Fig. 1: run 1, nets reached from selected ports
Drawn at 4 px/µm.
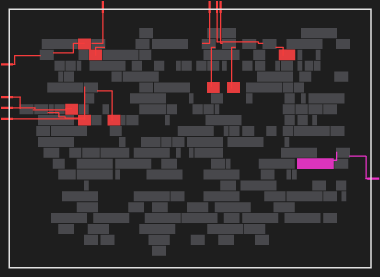
Fig. 2: run 1, register map, names as in the netlist
Drawn at 3 px/µm.
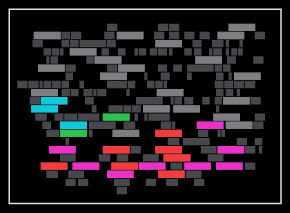
Fig. 3: run 1, selected gate families
Drawn at 4 px/µm.
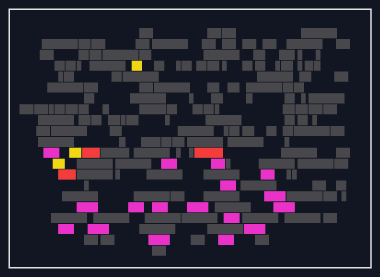
==> config.mk <==
export PLATFORM = sky130hd
export DESIGN_NAME = serial_subtractor_flat
export DESIGN_NICKNAME = d
export VERILOG_FILES = /design/src/rtl/serial_subtractor_if.sv /design/src/rtl/serial_subtractor.sv /design/src/flat_wrapper.sv
export SDC_FILE = /design/constraint.sdc
export NUM_CORES = 1
export LEC_CHECK = 0
export CORE_ASPECT_RATIO = 0.7
export CORE_MARGIN = 2
export CORE_UTILIZATION = 37
export CTS_BUF_LIST = sky130_fd_sc_hd__clkbuf_16
export DETAILED_ROUTE_END_ITERATION = 6
export HOLD_SLACK_MARGIN = 0.06
export PLACE_DENSITY_LB_ADDON = 0.05
export SYNTH_ARGS = -nofsm -noshare
export SYNTH_HDL_FRONTEND = slang
export SYNTH_SLANG_ARGS = --single-unit
==> constraint.sdc <==
create_clock -name clk -period 3.2 [get_ports clk]
set_clock_uncertainty 0.15 [all_clocks]
set_input_delay 0.64 -clock clk [delete_from_list [all_inputs] [get_ports clk]]
set_output_delay 0.64 -clock clk [all_outputs]
set_load 0.05 [all_outputs]
==> run summary, run 1 <==
flow finished, numbers: Final Power=2430 µW, biggest cell delay along the critical path=slightly above 0.8 ns, die height=64.3 µm, top post-synthesis cells by area=dfrtp_1 52%, nor4b_1 6.8%, mux2_4 5.5%, final cycle utilization of the critical path=a little over two thirds, per-instance average area after synthesis=~13 µm², remaining global-route overflow=0, maximum number of pins on one net before global-route repair=between 40 and 50, register share after synthesis=about 52%, worst reg-to-reg path cell count=3, smallest setup slack after layout=0.976 ns, post-synth design cell area=between 0.0015 and 0.002 mm², post-synthesis simple-gate area fraction=roughly 15%, Static Leak=~0.0011 µW, hold path depth=1, share of the synthesized area in the top cell type=about 52%, number of diodes=0, result of the run=finished, final reports clean, Hold/Removal Path Class=flop to flop, P_comb=about 1100 µW, CTS root buf=clkbuf_16, peak clock frequency supported by timing=around 450 MHz, Top Consumer=combinational logic, family of cells with the greatest summed delay on the critical path=buffers and inverters, Final GP Congestion=around 0.69, top_reg_cell synth=dfrtp_1, warnings from Yosys=0, H-tree depth=2
Notes on Fig. 1 above:
Key: red = bus_a [direction input, edge 4 west, 4 north, end cells 8, wire 168 µm]; magenta = bus_done [direction output, edge east, end cells 1, wire 13.4 µm]
tally of buffers added on design ports: 30
number of I/O pins: 31

Notes on Fig. 2 above:
Key: magenta = u_core.bus.diff [sequential cells 8]; red = u_core.res_q [sequential cells 7]; green = u_core.state_q [sequential cells 2]; cyan = u_core.cnt_q [sequential cells 3]
Another 20 sequential cells are not coloured.
post-layout utilization of the core: 48.3%
total area of sequential cells: 0.00100 mm²
share of the final layout cell area in sequential cells: 42.4%
power drawn by the sequential cells: 908 µW

Notes on Fig. 3 above:
Key: red = fa/ha/maj cells [cells 3, most used ha_1]; magenta = mux cells [cells 17, most used mux2_2]; yellow = non-inverting ao/oa cells [cells 3, most used a22o_1]
multi-input gate share of total cell area: 30.7%
highest-count logic cell in the final layout: dfrtp_1
Final Non-Filler Cells: 248

## run 1: cell usage after synthesis (all sizes together) (2+ instances only)
master  count
dfrtp      40
inv        23
mux2       15
nor4b      15
buf        13
a211oi     12
nor3b      12
a221oi      3
a21oi       2
a22o        2
ha          2
mux2i       2
## run 1: final cells by class
cell class	instances	area, µm²
multi-input cells	75	726
flip-flops and latches	40	1000
inverters	23	86.3
clock buffers	5	125
well taps	69	86.3
repair buffers	33	323
clock inverters	3	13.8
fillers	465	2530
## run 1: routing by layer
metal / up-vias / global-route usage [%] / wire length [µm]
li1: 593 / - / -
met1: 602 / 18.2 / 1870
met2: 22 / 18.9 / 1450
met3: 8 / 4.95 / 188
met4: 0 / 6.35 / 67
met5: - / 0 / 0
Fig. 4: run 1, wiring by layer
Drawn at 4 px/µm.
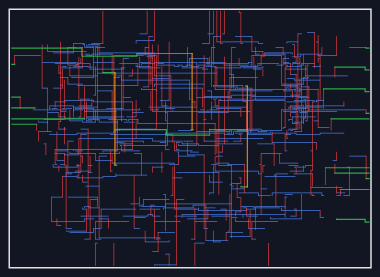

## Run 2: what changed since run 1
Clock period 3.2 ns to 2 ns, I/O delays scaled along.
Fig. 5: run 2, wiring by layer
Drawn at 4 px/µm.
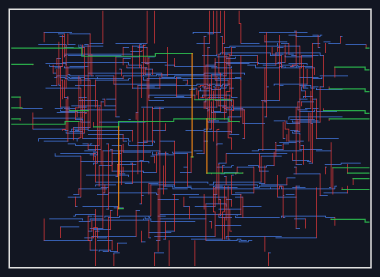
Key: green = M3 [wire length 218 µm]; red = M2 [wire length 1570 µm]; blue = M1 [wire length 1860 µm]; orange = M4 [wire length 59.8 µm]
post-detailed-routing wire length: 3710 µm
overall via count from detail_route: 1236
GR Util All Layers: 14.4%

Fig. 6: run 2, selected gate families
Drawn at 4 px/µm.
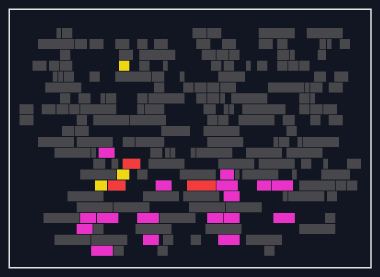
Key: yellow = non-inverting ao/oa cells [cells 3, most used a22o_1]; red = fa/ha/maj cells [cells 3, most used ha_1]; magenta = mux cells [cells 17, most used mux2_2]
Final Non-Filler Cells: 254
multi-input gate share of total cell area: 29.8%

==> run 2 against run 1 <==
Against the previous run: first-iteration DRC count fell by 34%; clock power rose by about 90%; cell count rose by 2.4%; global-route usage rose by 0.96 points; cell area rose by 3.0%; synthesized cell count did not move; sequential share of layout area fell by 1.2 points; die area did not move; wire length rose by 3.7%.
==> run summary, run 2 <==
flow finished, numbers: Static Leak=0.00112 µW (+5.8%), family of cells with the greatest summed delay on the critical path=adder cells, H-tree depth=2 (unchanged), result of the run=finished, final reports clean, most frequently used cell type in the post-synthesis netlist=dfrtp_1, top post-synthesis cells by area=dfrtp_1 52%, nor4b_1 6.8%, mux2_4 5.5%, global-route wire length before repair=6420 µm, worst reg-to-reg path cell count=4 (+1), warnings from Yosys=0 (unchanged), die height=64.3 µm (unchanged), Final Power=4070 µW (+67%), number of distinct standard cells referenced by the synthesized netlist=25, smallest setup slack after layout=0.352 ns (-0.623 ns), final cycle utilization of the critical path=roughly 80%, biggest cell delay along the critical path=0.39 ns (-0.42 ns), register share after synthesis=52.2% (unchanged), highest-count logic cell in the final layout=dfrtp_1, P_comb=1730 µW (+65%), dominant cell type by count on the critical path=ha_1, power drawn by the sequential cells=1440 µW (+59%), peak clock frequency supported by timing=between 600 and 700 MHz, ranking of synthesized cells by instance count=40 x dfrtp_1, 23 x inv_1, 15 x nor4b_1, number of I/O pins=31 (unchanged), Top Consumer=combinational logic, post-synth design cell area=0.00192 mm² (unchanged), Hold/Removal Path Class=primary input to async pin, CTS root buf=clkbuf_16, number of diodes=0 (unchanged), per-instance average area after synthesis=12.6 µm² (unchanged), tally of buffers added on design ports=30 (unchanged), maximum number of pins on one net before global-route repair=41 (unchanged), share of the synthesized area in the top cell type=52.2% (unchanged)
==> run 2: kinds of logic (layout without fill, tap and decap cells) <==
logic type      Yosys count  after routing  synth area share [%]
compound gates           22             22                  9.32
fa+ha+maj                 3              3                  2.35
buf+inv                  37             70                  10.0
flops                    40             40                  52.2
mux                      17             17                  11.2
simple gates             33             33                  14.9
==> run 2: final cells by class <==
cell class	instances	area, µm²
Clock buffer	5	125
Clock inverter	3	42.5
Fill cell	458	2450
Inverter	23	86.3
Multi-Input combinational cell	75	726
Sequential cell	40	1000
Tap cell	69	86.3
Timing Repair Buffer	39	365
==> run 2: layer usage <==
layer	part of all wire [%]	vias to the layer above	track usage [%]
li1	-	597	-
met1	50	608	19.4
met2	42	25	21.0
met3	5.9	6	5.31
met4	1.6	0	5.58
met5	0	-	0
Fig. 7: run 2, the clock network
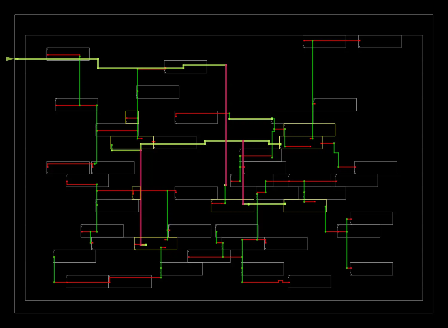

## Run 3: what changed since run 2
Clock period 2 ns to 1.7 ns, I/O delays scaled along.
Fig. 8: run 3, the clock network
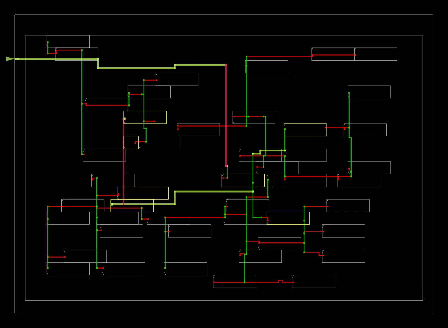
count of sequential standard cells: 40
CTS sink cnt: 40
clock tree buffer count of the final layout: 5
Clock group: 1060 µW
CTS buffer count: 5

==> run 3 against run 2 <==
Against the previous run: combinational power grew 37%; largest cell class unchanged; first-iteration DRC count rose by 27%; sequential power grew 23%; total power up 28%; synthesized cell count did not move; register-to-register slack lost 0.29 ns; maximum frequency is 0.32% higher; die area is the same; clock power up about 20%; critical path depth did not move; sequential cell count did not move; cell area rose by 6.4%.
==> run summary, run 3 <==
flow finished, numbers: final cycle utilization of the critical path=96.6% (+14 points), peak clock frequency supported by timing=609 MHz (+0.32%), Static Leak=0.00118 µW (+4.6%), AO/OA Area Share=9.32% (unchanged), number of distinct standard cells referenced by the synthesized netlist=25 (unchanged), highest-count logic cell in the final layout=dfrtp_1, per-instance average area after synthesis=12.6 µm² (unchanged), warnings from Yosys=0 (unchanged), grt met2 use=21.1% (+0.094 points), GR Util All Layers=14.1% (-0.24 points), smallest setup slack after layout=0.0576 ns (-0.295 ns), share of the synthesized area in the top cell type=52.2% (unchanged), CTS root buf=clkbuf_16, number of I/O pins=31 (unchanged), routed length on met2=1690 µm (+7.2%), xor/xnor share=0% (unchanged), multiplexer share of the synthesized area=11.2% (unchanged), met1 layer usage reported by global route=19.3% (-0.19 points), biggest cell delay along the critical path=0.39 ns (about the same), maximum number of pins on one net before global-route repair=41 (unchanged), most frequently used cell type in the post-synthesis netlist=dfrtp_1, most utilized layer in the global route result=met2, top post-synthesis cells by area=dfrtp_1 52%, nor4b_1 6.8%, mux2_4 5.5%, global-route wire length before repair=6420 µm (about the same), ranking of synthesized cells by instance count=40 x dfrtp_1, 23 x inv_1, 15 x nor4b_1, Synth logic family=simple AND/OR/NAND/NOR gates, post-synth design cell area=0.00192 mm² (unchanged), Final Power=5200 µW (+28%), GR met3 Demand/Resource=4.60% (-0.71 points), dominant cell type by count on the critical path=ha_1, detailed-routing wirelength on met1=1910 µm (+3.1%), register share after synthesis=52.2% (unchanged), result of the run=finished, final reports clean, Hold/Removal Path Class=primary input to async pin, tally of buffers added on design ports=30 (unchanged), die height=64.3 µm (unchanged), power drawn by the sequential cells=1770 µW (+23%), Routed met3 length=168 µm (-23%), Final Non-Filler Cells=256 (+0.79%), remaining global-route overflow=0, P_comb=2370 µW (+37%)
Fig. 9: run 3, wiring by layer
Drawn at 4 px/µm.
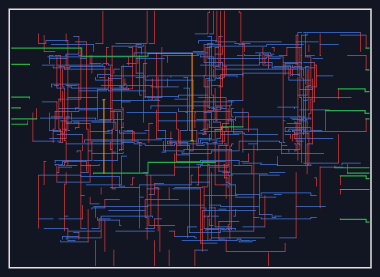
Key: blue = M1 [wire length 1910 µm]; red = M2 [wire length 1690 µm]; green = M3 [wire length 168 µm]; orange = M4 [wire length 40.1 µm]
overall via count from detail_route: 1240
post-detailed-routing wire length: 3810 µm

run 3: cell counts after synthesis:
Identical to the previous run, type by type.
run 3: kinds of logic (layout without fill, tap and decap cells):
family	after synthesis	after routing
mux	17	17
compound gates	22	22
fa+ha+maj	3	3
simple gates	33	34
flops	40	40
buf+inv	37	71
run 3: area by class of cell:
| class | count | area (µm²) |
|---|---|---|
| inverter | 23 | 86.3 |
| multi-input combinational | 76 | 737 |
| clock buffer | 5 | 125 |
| sequential | 40 | 1000 |
| fill | 454 | 2300 |
| tap | 69 | 86.3 |
| clock inverter | 3 | 42.5 |
| timing repair buffer | 40 | 510 |
run 3: critical path: cells and delay by family, from the launching register on:
kind	cells	cell delay, ns
and+or+nand+nor	1	0.20
muxes	1	0.31
adders and majority gates	2	0.48
DFF	1	0.39
No activity file was given, so power comes from the tool's default toggle rates.
